--- config.mk ---
export PLATFORM = sky130hd
export DESIGN_NAME = rr_stream_arbiter
export DESIGN_NICKNAME = d
export VERILOG_FILES = /design/src/rtl/rr_stream_arbiter.sv
export SDC_FILE = /design/constraint.sdc
export NUM_CORES = 1
export LEC_CHECK = 0
export CAP_MARGIN = 10
export CELL_PAD_IN_SITES_DETAIL_PLACEMENT = 1
export CELL_PAD_IN_SITES_GLOBAL_PLACEMENT = 2
export CORE_UTILIZATION = 26
export CTS_CLUSTER_DIAMETER = 40
export DETAILED_ROUTE_END_ITERATION = 8
export PLACE_DENSITY_LB_ADDON = 0.1
export SLEW_MARGIN = 20
export SYNTH_ARGS = -nofsm -noshare
export SYNTH_HDL_FRONTEND = slang
export SYNTH_SLANG_ARGS = --single-unit
--- constraint.sdc ---
create_clock -name clk -period 1.9 [get_ports clk]
set_input_delay 0.57 -clock clk [delete_from_list [all_inputs] [get_ports clk]]
set_output_delay 0.57 -clock clk [all_outputs]
set_load 0.005 [all_outputs]
--- src/rtl/rr_stream_arbiter.sv ---
// rr_stream_arbiter: round-robin packet arbiter merging N valid/ready streams onto one skid-buffered output
module rr_stream_arbiter #(
  parameter int DW = 16,
  parameter int N = 4,
  localparam int SW = $clog2(N)
) (
  input  logic            clk,
  input  logic            rst_n,
  input  logic [N*DW-1:0] up_data,
  input  logic [N-1:0]    up_valid,
  input  logic [N-1:0]    up_last,
  output logic [N-1:0]    up_ready,
  output logic [DW-1:0]   down_data,
  output logic            down_last,
  output logic [SW-1:0]   down_src,
  output logic            down_valid,
  input  logic            down_ready
);
  typedef enum logic [1:0] {IDLE = 2'b01, GRANT = 2'b10} state_t;
  state_t        r_state, w_state_nxt;
  logic [SW-1:0] r_ptr, w_ptr_nxt, r_grant, w_grant_nxt, w_pick, w_off, w_gnext;
  logic [SW:0]   w_sum;
  logic [2*N-1:0] w_dbl;
  logic [N-1:0]  r_up_ready, w_up_ready_nxt;
  logic [DW-1:0] r_m_data, r_s_data, w_up_d;
  logic [SW-1:0] r_m_src, r_s_src;
  logic          r_m_last, r_s_last, r_m_valid, r_s_valid;
  logic          w_up_l, w_acc, w_main_free, w_m_ld, w_s_ld, w_m_valid_nxt, w_s_valid_nxt;

  // rotate so bit 0 is the requester at ptr; lowest set bit is the round-robin winner
  assign w_dbl = {up_valid, up_valid} >> r_ptr;
  always_comb begin
    w_off = '0;
    for (int k = N - 1; k >= 0; k--) if (w_dbl[k]) w_off = SW'(k);
  end
  assign w_sum = {1'b0, r_ptr} + {1'b0, w_off};
  assign w_pick = (w_sum >= (SW+1)'(N)) ? SW'(w_sum - (SW+1)'(N)) : w_sum[SW-1:0];
  assign w_gnext = (r_grant == SW'(N - 1)) ? '0 : r_grant + SW'(1);

  assign w_up_d = up_data[r_grant*DW +: DW];
  assign w_up_l = up_last[r_grant];
  assign w_acc  = |(up_valid & r_up_ready);

  always_comb begin
    w_state_nxt = r_state;
    w_grant_nxt = r_grant;
    w_ptr_nxt   = r_ptr;
    if (r_state == IDLE) begin
      if (|up_valid) begin
        w_state_nxt = GRANT;
        w_grant_nxt = w_pick;
      end
    end else if (w_acc && w_up_l) begin
      w_state_nxt = IDLE;
      w_ptr_nxt   = w_gnext;
    end
  end

  // skid can only be full while up_ready is low, so it never collides with an acceptance
  assign w_main_free   = !r_m_valid || down_ready;
  assign w_m_ld        = w_main_free && (r_s_valid || w_acc);
  assign w_s_ld        = !w_main_free && w_acc;
  assign w_m_valid_nxt = w_main_free ? (r_s_valid || w_acc) : r_m_valid;
  assign w_s_valid_nxt = w_main_free ? 1'b0 : (r_s_valid || w_acc);
  assign w_up_ready_nxt = (w_state_nxt == GRANT && !w_s_valid_nxt) ? N'(1) << w_grant_nxt : '0;

  always_ff @(posedge clk or negedge rst_n) begin
    if (!rst_n) begin
      r_state    <= IDLE;
      r_ptr      <= '0;
      r_grant    <= '0;
      r_up_ready <= '0;
      r_m_valid  <= 1'b0;
      r_s_valid  <= 1'b0;
      r_m_last   <= 1'b0;
      r_s_last   <= 1'b0;
      r_m_src    <= '0;
      r_s_src    <= '0;
    end else begin
      r_state    <= w_state_nxt;
      r_ptr      <= w_ptr_nxt;
      r_grant    <= w_grant_nxt;
      r_up_ready <= w_up_ready_nxt;
      r_m_valid  <= w_m_valid_nxt;
      r_s_valid  <= w_s_valid_nxt;
      if (w_m_ld) begin
        r_m_last <= r_s_valid ? r_s_last : w_up_l;
        r_m_src  <= r_s_valid ? r_s_src : r_grant;
      end
      if (w_s_ld) begin
        r_s_last <= w_up_l;
        r_s_src  <= r_grant;
      end
    end
  end

  always_ff @(posedge clk) begin
    if (w_m_ld) r_m_data <= r_s_valid ? r_s_data : w_up_d;
    if (w_s_ld) r_s_data <= w_up_d;
  end

  assign up_ready   = r_up_ready;
  assign down_data  = r_m_data;
  assign down_last  = r_m_last;
  assign down_src   = r_m_src;
  assign down_valid = r_m_valid;
endmodule
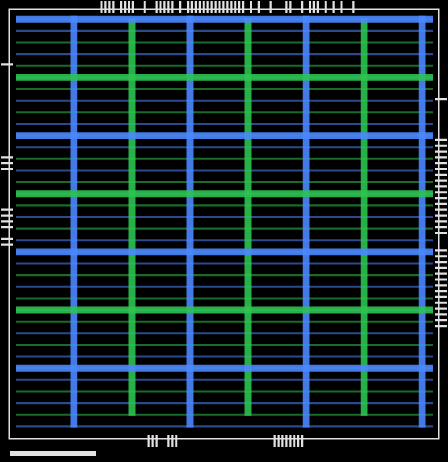
(images/power_grid.png)
Scale bar: 20 um. Pins as bars on the die edge.
| colour | net |
|---|---|
| blue | VSS |
| green | VDD |
met4 straps: 7
met5 straps: 7
rows: 35
signal pins: 99
met1 rails: 36

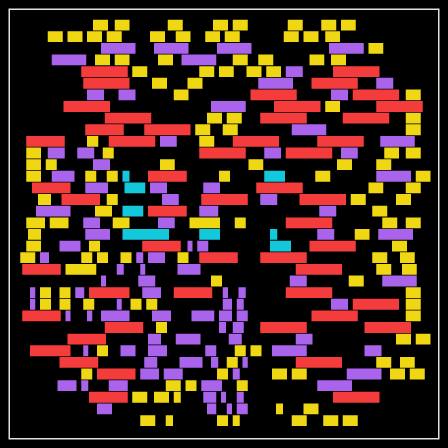
(images/placement_by_type.png)
| colour | class | cells | share of their area |
|---|---|---|---|
| purple | combinational and other logic | 98 | 29% |
| yellow | remaining buffers and delay cells | 133 | 32% |
| red | sequential cells | 50 | 36% |
| cyan | clock drivers and dummy loads | 8 | 2.8% |
Finished Cell Area: 0.00408 sq mm
sequential share of cell area: 0.346
Post-Route Utilization: 0.440

==> ci_impl_report.md <==
### Flow metrics

| Metric | Value |
|---|---|
| Post-synth area from yosys stat | `0.00250 sq mm` |
| Largest net degree at the start of global routing | `21` |
| Gr ovfl total | `0` |
| Top cells by count, synth | `edfxtp_1, mux2_2, dfrtp_1, mux4_2, nand2_1` |
| MaxCap Viol Count | `0` |
| Crit path to | `up_ready[2]` |
| Slack of the critical path | `-127 ps` |
| RePlAce Congestion | `0.711` |
| Peak VDD IR | `751 uV` |
| Drt total wl | `6650 um` |
| Comb power frac | `0.526` |
| Power per cell area | `1340 mW/mm^2` |
| Die W | `100 um` |
| P_clk | `739 uW` |
| Sequential logic power | `1850 uW` |
| CP arrival | `2220 ps` |
| Vias/cell | `4.48` |
| Outcome | `finished, violations left` |
| #FFs+latches synth | `50` |
| Synthesized net count | `234` |
| Post-DP HPWL | `5080 um` |
| Critical R2R Launch | `r_ptr[1]` |
| CP Launch Type | `input port` |
| Slowest stage delay, CP | `340 ps` |
| RSZ-0062 raised after global routing | `true` |
| Max_slew headroom | `0.736` |
| Yosys stat cell total | `157` |
| Die height | `100 um` |
| Initial antenna violation count | `0` |
| Drt initial violations | `50` |
| Delay-heaviest family, CP | `AND-OR/OR-AND gates` |
| Total CTS buffers | `5` |
| Critical path capture point type | `flop` |
| Final Setup Violations | `5` |
| Yosys warns | `0` |
| Drt drc | `0` |
| Setup Crit Path Kind | `in2reg` |
| Worst Tran Pin Value | `392 ps` |
| Synthesis-to-layout area growth | `63.2%` |
| Final Hold Viols | `0` |
| Buf+Inv Stages, Crit Path | `2` |
| HP Start | `r_s_src[1]` |
| Max power group | `combinational cells` |
| Worst hold slack | `512 ps` |
| Final Max Tran Viols | `0` |
| Crit path max fanout | `5` |
| Area share, top type | `0.384` |
| Cell Chain, Critical Path | `buf_2 > o21bai_1 > a21oi_1 > a21oi_1 > a21oi_1 > ha_2 > xor2_2 > buf_4 > a211oi_2 > a211o_1 > nor3b_2` |
| H-tree depth | `2` |
| Worst path required time | `2090 ps` |
| FF-to-FF setup slack | `-120 ps` |
| Clk sinks | `50` |
| Failing checks | `setup timing` |
| Sequential-to-total area share from yosys stat | `0.565` |
| Worst Hold Path EP | `r_s_src[1]` |
| Post-DRT Antenna Nets | `0` |
| Unique cell types | `38` |
| CTS Hold Bufs | `0` |
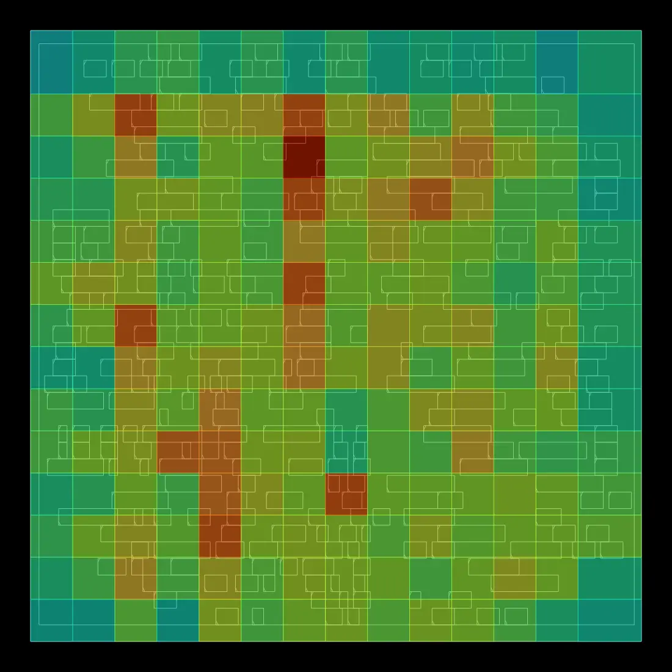
(images/congestion.png)
GR Util met1: 0.174
routed len/inst: 15.9 um
GRT met3 Usage: 0.0306
gr busiest metal: met2

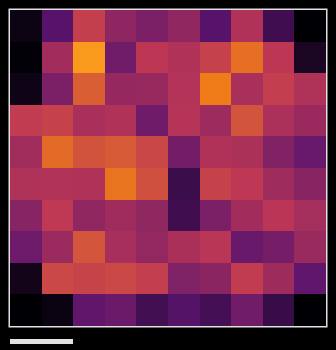
(images/cell_density.png)
Scale bar: 20 um. The die is cut into 10 by 10 equal tiles; black is low, pale yellow is high, 0 to 100% covered.
tiles over 75% full: 1.0%
densest ninth of the die: west
nearly empty tiles: 4.0%
fullest tile: 78%
mean over tiles: 39%
Core Box Area: 0.00928 sq mm
Pre-Place Util: 0.269

## final cells by class
type | instances | area, sq um
Fill cell | 975 | 5200
Sequential cell | 50 | 1410
Timing Repair Buffer | 133 | 1260
Multi-Input combinational cell | 96 | 1130
Tap cell | 129 | 161
Clock buffer | 5 | 68.8
Clock inverter | 3 | 40.0
Inverter | 2 | 7.51
## worst register-to-register path, stage by stage, from the launching register on
cell      delay (ps)
dfrtp_1          420
buf_4            160
nor2_1            80
a21oi_1           70
a21oi_1          150
ha_2             210
xor2_2           150
buf_4            130
a211oi_2          30
a211o_1          340
nor3b_2          180
## kinds of logic after synthesis
kind of cell / Yosys count / synth area share
buf+inv: 11 / 0.0220
xor+xnor: 1 / 0.00350
mux: 45 / 0.280
compound gates: 17 / 0.0465
fa+ha+maj: 2 / 0.0100
flops: 50 / 0.565
simple gates: 31 / 0.0730
## metal layers
layer  vias up  track usage  wire, um
met5         -            0         0
met4         0       0.0334        40
met3         2       0.0306       331
met2        45        0.235      3500
met1       943        0.174      2780
li1        884            -         -
## timing repair
| item | 4_1_cts | 5_1_grt |
|---|---|---|
| pin swaps | 8 | 11 |
| gates resized | 24 | 11 |
| endpoints found under the setup margin | 48 | 26 |
| setup buffers | 4 | 1 |
## metrics by stage
step                setup TNS, ps  instances  power, uW  worst slack, ps  cell area, sq um
floorplan                    -942        157       3250             -229              2550
global placement           -28710        405       4530             -806              3880
detailed placement         -29570        405       4570             -804              3880
CTS                          -848        417       5470             -185              4040
global route                -1170        418       5820             -260              4080
finish                       -492        418       5450             -127              4080
## sequential cells by signal, summed over array words and instances, names as in the netlist
signal	flops
up_ready	4
down_src	2
r_s_src	2
r_ptr	2
r_s_data	16
down_last	1
down_valid	1
r_s_valid	1
r_state	2
r_grant	2
down_data	16
r_s_last	1
No activity file was given, so power comes from the tool's default toggle rates.
